File: config.mk
export PLATFORM = sky130hd
export DESIGN_NAME = pcileech_ft601_devemu
export DESIGN_NICKNAME = d
export VERILOG_FILES = /design/src/rtl/pcileech_ft601_devemu.sv
export SDC_FILE = /design/constraint.sdc
export NUM_CORES = 1
export LEC_CHECK = 0
export ABC_AREA = 0
export CELL_PAD_IN_SITES_DETAIL_PLACEMENT = 1
export CELL_PAD_IN_SITES_GLOBAL_PLACEMENT = 1
export CORE_ASPECT_RATIO = 0.8
export CORE_MARGIN = 2
export CORE_UTILIZATION = 46
export CTS_CLUSTER_DIAMETER = 60
export CTS_CLUSTER_SIZE = 24
export DETAILED_ROUTE_END_ITERATION = 12
export GPL_ROUTABILITY_DRIVEN = 0
export PLACE_DENSITY_LB_ADDON = 0.1
export SYNTH_ARGS = -nofsm -noshare
export SYNTH_HDL_FRONTEND = slang
export SYNTH_SLANG_ARGS = --single-unit
File: constraint.sdc
create_clock -name clk -period 5.42 [get_ports clk]
set_input_delay 1.084 -clock clk [delete_from_list [all_inputs] [get_ports clk]]
set_output_delay 1.084 -clock clk [all_outputs]
set_load 0.02 [all_outputs]
File: src/rtl/pcileech_ft601_devemu.sv
// FT601 245-synchronous-FIFO device emulator: drives the chip-side pads (RXF_N/TXE_N,
// read data) and exposes the USB host side as two valid/ready word streams.
module pcileech_ft601_devemu #(
    parameter int unsigned RX_DEPTH_LOG2 = 4,
    parameter int unsigned TX_DEPTH_LOG2 = 4,
    parameter int unsigned RX_LATENCY    = 3,
    parameter int unsigned TXE_MARGIN    = 2,
    parameter int unsigned TX_BURST_MAX  = 0,
    parameter int unsigned TX_GAP        = 8
) (
    input  logic        clk,
    input  logic        rst,
    output logic        ft_rxf_n,
    output logic        ft_txe_n,
    input  logic        ft_oe_n,
    input  logic        ft_rd_n,
    input  logic        ft_wr_n,
    input  logic [31:0] ft_data_i,
    input  logic [3:0]  ft_be_i,
    output logic [31:0] ft_data_o,
    output logic [3:0]  ft_be_o,
    output logic        ft_data_oe,
    input  logic [31:0] host_din,
    input  logic        host_din_valid,
    output logic        host_din_ready,
    output logic [31:0] host_dout,
    output logic        host_dout_valid,
    input  logic        host_dout_ready,
    output logic [15:0] tx_overflow_cnt,
    output logic [1:0]  err_flags
);

    localparam int unsigned RX_DEPTH = 1 << RX_DEPTH_LOG2;
    localparam int unsigned TX_DEPTH = 1 << TX_DEPTH_LOG2;
    localparam int unsigned RXC_W    = RX_DEPTH_LOG2 + 1;
    localparam int unsigned TXC_W    = TX_DEPTH_LOG2 + 1;
    localparam int unsigned LAT_W    = $clog2(RX_LATENCY + 2);
    localparam int unsigned GAP_W    = $clog2(TX_GAP + 2);
    localparam int unsigned BURST_W  = $clog2(TX_BURST_MAX + 2);

    typedef enum logic [1:0] {
        ST_RX_EMPTY,
        ST_RX_HOLD,
        ST_RX_AVAIL
    } rx_state_t;

    typedef enum logic {
        ST_TX_OPEN,
        ST_TX_GAP
    } tx_state_t;

    // RX path: host -> pads
    logic [31:0]              rx_mem_q [RX_DEPTH];
    logic [RX_DEPTH_LOG2-1:0] rx_wptr_q, rx_wptr_d;
    logic [RX_DEPTH_LOG2-1:0] rx_rptr_q, rx_rptr_d;
    logic [RXC_W-1:0]         rx_cnt_q, rx_cnt_d;
    logic                     rx_ready_q, rx_ready_d;
    logic [LAT_W-1:0]         rx_lat_q, rx_lat_d;
    logic                     rxf_n_q, rxf_n_d;
    rx_state_t                rx_state_q, rx_state_d;
    logic                     rx_push, rx_pop;

    // TX path: pads -> host
    logic [31:0]              tx_mem_q [TX_DEPTH];
    logic [TX_DEPTH_LOG2-1:0] tx_wptr_q, tx_wptr_d;
    logic [TX_DEPTH_LOG2-1:0] tx_rptr_q, tx_rptr_d;
    logic [TXC_W-1:0]         tx_cnt_q, tx_cnt_d;
    logic [TXC_W-1:0]         tx_free_d;
    logic [GAP_W-1:0]         tx_gap_q, tx_gap_d;
    logic [BURST_W-1:0]       tx_burst_q, tx_burst_d;
    logic                     txe_n_q, txe_n_d;
    tx_state_t                tx_state_q, tx_state_d;
    logic [15:0]              tx_ovf_q, tx_ovf_d;
    logic [1:0]               err_q, err_d;
    logic                     tx_wr, tx_full, tx_pop, tx_store, tx_drop, tx_room_lo;

    always_comb begin
        rx_push    = host_din_valid & rx_ready_q;
        rx_pop     = ~ft_oe_n & ~ft_rd_n & ~rxf_n_q;
        rx_wptr_d  = rx_push ? rx_wptr_q + 1'b1 : rx_wptr_q;
        rx_rptr_d  = rx_pop  ? rx_rptr_q + 1'b1 : rx_rptr_q;
        rx_cnt_d   = rx_cnt_q + RXC_W'(rx_push) - RXC_W'(rx_pop);
        rx_ready_d = (rx_cnt_d != RXC_W'(RX_DEPTH));
        rx_state_d = rx_state_q;
        rx_lat_d   = rx_lat_q;
        rxf_n_d    = rxf_n_q;
        // Decisions use the post-edge count so RXF_N is high before the FIFO is empty
        case (rx_state_q)
            ST_RX_EMPTY: begin
                if (rx_cnt_d != '0) begin
                    if (RX_LATENCY == 0) begin
                        rx_state_d = ST_RX_AVAIL;
                        rxf_n_d    = 1'b0;
                    end else begin
                        rx_state_d = ST_RX_HOLD;
                        rx_lat_d   = LAT_W'(RX_LATENCY);
                    end
                end
            end
            ST_RX_HOLD: begin
                rx_lat_d = rx_lat_q - 1'b1;
                if (rx_lat_q == LAT_W'(1)) begin
                    rx_state_d = ST_RX_AVAIL;
                    rxf_n_d    = 1'b0;
                end
            end
            ST_RX_AVAIL: begin
                if (rx_cnt_d == '0) begin
                    rx_state_d = ST_RX_EMPTY;
                    rxf_n_d    = 1'b1;
                end
            end
            default: begin
                rx_state_d = ST_RX_EMPTY;
                rxf_n_d    = 1'b1;
            end
        endcase
    end

    always_comb begin
        tx_wr      = ~ft_wr_n;
        tx_full    = (tx_cnt_q == TXC_W'(TX_DEPTH));
        tx_pop     = (tx_cnt_q != '0) & host_dout_ready;
        // A full FIFO still takes the write when the host frees a slot on the same edge
        tx_store   = tx_wr & (~tx_full | tx_pop);
        tx_drop    = tx_wr & tx_full & ~tx_pop;
        tx_wptr_d  = tx_store ? tx_wptr_q + 1'b1 : tx_wptr_q;
        tx_rptr_d  = tx_pop   ? tx_rptr_q + 1'b1 : tx_rptr_q;
        tx_cnt_d   = tx_cnt_q + TXC_W'(tx_store) - TXC_W'(tx_pop);
        tx_free_d  = TXC_W'(TX_DEPTH) - tx_cnt_d;
        tx_room_lo = (32'(tx_free_d) <= TXE_MARGIN);
        tx_ovf_d   = tx_ovf_q;
        if (tx_drop && (tx_ovf_q != 16'hFFFF)) begin
            tx_ovf_d = tx_ovf_q + 16'd1;
        end
        err_d      = err_q | {tx_wr & (ft_be_i != 4'hF), ~ft_oe_n & tx_wr};
        tx_state_d = tx_state_q;
        tx_gap_d   = tx_gap_q;
        tx_burst_d = tx_burst_q;
        txe_n_d    = txe_n_q;
        case (tx_state_q)
            ST_TX_OPEN: begin
                txe_n_d = tx_room_lo;
                if (tx_store) begin
                    tx_burst_d = tx_burst_q + 1'b1;
                    if ((TX_BURST_MAX != 0) && (tx_burst_d == BURST_W'(TX_BURST_MAX))) begin
                        tx_state_d = ST_TX_GAP;
                        tx_burst_d = '0;
                        tx_gap_d   = GAP_W'(TX_GAP);
                        txe_n_d    = 1'b1;
                    end
                end
            end
            ST_TX_GAP: begin
                txe_n_d  = 1'b1;
                tx_gap_d = tx_gap_q - 1'b1;
                if (tx_gap_q == GAP_W'(1)) begin
                    tx_state_d = ST_TX_OPEN;
                    txe_n_d    = tx_room_lo;
                end
            end
            default: begin
                tx_state_d = ST_TX_OPEN;
                txe_n_d    = 1'b1;
            end
        endcase
    end

    always_ff @(posedge clk or posedge rst) begin
        if (rst) begin
            rx_state_q <= ST_RX_EMPTY;
            rx_wptr_q  <= '0;
            rx_rptr_q  <= '0;
            rx_cnt_q   <= '0;
            rx_ready_q <= 1'b0;
            rx_lat_q   <= '0;
            rxf_n_q    <= 1'b1;
            tx_state_q <= ST_TX_OPEN;
            tx_wptr_q  <= '0;
            tx_rptr_q  <= '0;
            tx_cnt_q   <= '0;
            tx_gap_q   <= '0;
            tx_burst_q <= '0;
            txe_n_q    <= 1'b1;
            tx_ovf_q   <= '0;
            err_q      <= '0;
        end else begin
            rx_state_q <= rx_state_d;
            rx_wptr_q  <= rx_wptr_d;
            rx_rptr_q  <= rx_rptr_d;
            rx_cnt_q   <= rx_cnt_d;
            rx_ready_q <= rx_ready_d;
            rx_lat_q   <= rx_lat_d;
            rxf_n_q    <= rxf_n_d;
            tx_state_q <= tx_state_d;
            tx_wptr_q  <= tx_wptr_d;
            tx_rptr_q  <= tx_rptr_d;
            tx_cnt_q   <= tx_cnt_d;
            tx_gap_q   <= tx_gap_d;
            tx_burst_q <= tx_burst_d;
            txe_n_q    <= txe_n_d;
            tx_ovf_q   <= tx_ovf_d;
            err_q      <= err_d;
        end
    end

    always_ff @(posedge clk) begin
        if (rx_push) begin
            rx_mem_q[rx_wptr_q] <= host_din;
        end
        if (tx_store) begin
            tx_mem_q[tx_wptr_q] <= ft_data_i;
        end
    end

    assign ft_rxf_n        = rxf_n_q;
    assign ft_txe_n        = txe_n_q;
    assign ft_data_o       = rx_mem_q[rx_rptr_q];
    assign ft_be_o         = 4'hF;
    assign ft_data_oe      = ~ft_oe_n & ~rst;
    assign host_din_ready  = rx_ready_q;
    assign host_dout       = tx_mem_q[tx_rptr_q];
    assign host_dout_valid = (tx_cnt_q != '0);
    assign tx_overflow_cnt = tx_ovf_q;
    assign err_flags       = err_q;

endmodule

Figure 1. Selected gate families.
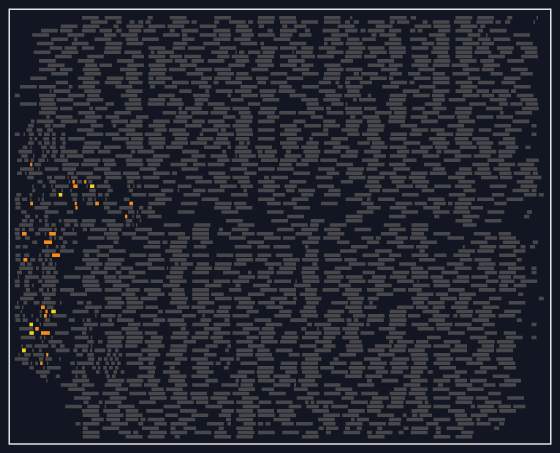
legend:
  AND-OR and OR-AND gates:
    colour: yellow
    cells: 6
  inverting AOI/OAI gates:
    colour: orange
    cells: 22
    where: middle left

==> metrics.yaml <==
r2r-end: "ft_txe_n"
ys_seq_share_pct: 77.5
fmax_mhz: 212
synth_xor_xnor_area_share_pct: 0.801
cts_tree: "yes"
syn_inst: 1714
nets: 2031
clkPwrFrac_pct: 22.7
cts-root-buf: "clkbuf_16"
seq-cell-share_pct: 68.3
layout.cells.non_filler: 3177
clkCellAreaFrac_pct: 4.77
io_pins: 166
cts_max_level: 3
ys.flops: 1081
grt_overflow: 0
endpoint_kind: "output pin"
worstSetupStartpointType: "register"
yosys_area_sq_um: 41500
grt_max_degree: 60
core_sq_um: 89400
pwr-share-seq_pct: 44.8
die_width_um: 340
slew_viol_final: 0
cp_max_fo: 59
cts_hold_buf: 0
routedWlPerCell_um: 29.1
path_clk_slew_ps: 80
cp_top_family: "flip-flops"
endpoint: "host_dout[22]"
worst_slack_ps: 709
switching_share_pct: 31.1
cts-resized-gates: 0
ff_type: "edfxtp_1"
drive_gt1_share_pct: 27.3
crit_path_frequent_cell: "mux4_2"
numCtsBuffers: 67
taps: 1200
fin_crit_sh_pct: 86.9
nClkBuffers: 83
status: "finished clean"
synthAdderAreaFrac_pct: 0.910
gr-usage-all-layers_pct: 20.2
slew_headroom_pct: 27.2
rows: 98
min_period_ps: 4710
yosysMostFrequentCell: "edfxtp_1"
ys_types: 51
switching_power_w: 0.00758
Figure 2. Clock nets.
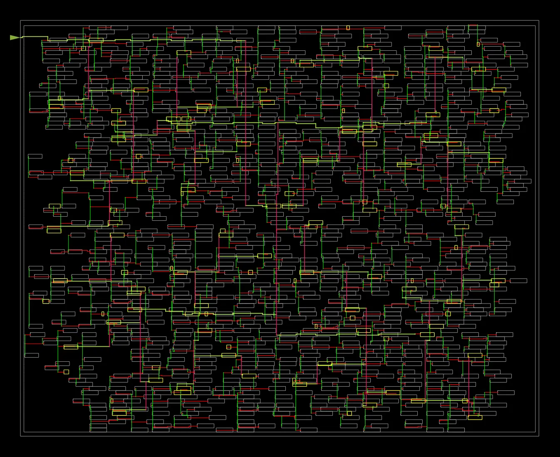
Post-Route Skew: 24.7 ps
P_clk: 0.00552 W
clk latency late pin: 640 ps
seq_cells: 1081

==> registers in the layout, indices dropped and copies added, names as in the netlist, 5 cells and up <==
| signal | cells |
|---|---|
| rx_cnt_q | 5 |
| tx_overflow_cnt | 16 |
| tx_cnt_q | 5 |
| rx_mem_q | 512 |
| tx_mem_q | 512 |
==> worst reg2reg max path, delay by kind of cell, from the launching register on <==
family                     cells  cell delay [ps]
DFF                            1              400
muxes                          1               90
adders and majority gates      4             1190
and+or+nand+nor                6             1060
buffers and inverters          2              160
AOI/OAI and AO/OA              3              430
==> power by group through the flow <==
stage / registers, W / logic, W / clock network (W)
after floorplan: 0.0105 / 0.00562 / 0
after global placement: 0.0111 / 0.00804 / 0
after detailed placement: 0.0111 / 0.00809 / 0
after CTS: 0.0109 / 0.00813 / 0.00567
after global routing: 0.0110 / 0.00848 / 0.00593
final: 0.0109 / 0.00794 / 0.00552
==> per-stage QoR <==
stage | power [W] | util [%]
global route | 0.0254 | 52.7
detailed placement | 0.0192 | 50.2
finish | 0.0244 | 52.7
floorplan | 0.0161 | -
CTS | 0.0247 | 52.7
global placement | 0.0191 | 50.2
==> cells in the final DEF (no fill, tap or decap), types with 10 or more instances in the layout <==
| cell | n |
|---|---|
| and2_2 | 12 |
| buf_4 | 53 |
| clkbuf_16 | 73 |
| clkdlybuf4s50_1 | 161 |
| dfrtp_1 | 47 |
| edfxtp_1 | 1024 |
| ha_1 | 27 |
| inv_1 | 24 |
| mux4_2 | 320 |
| nand2_1 | 18 |
| nand3_1 | 10 |
| nor2_4 | 12 |
| xnor2_1 | 29 |
==> metal layers <==
layer / GRT usage, % / share of wire [%]
met5: 0 / 0.047
met4: 3.48 / 1.4
met3: 3.44 / 4.4
met2: 30.8 / 47
met1: 31.5 / 48
Power is estimated from default activity; no workload was simulated.
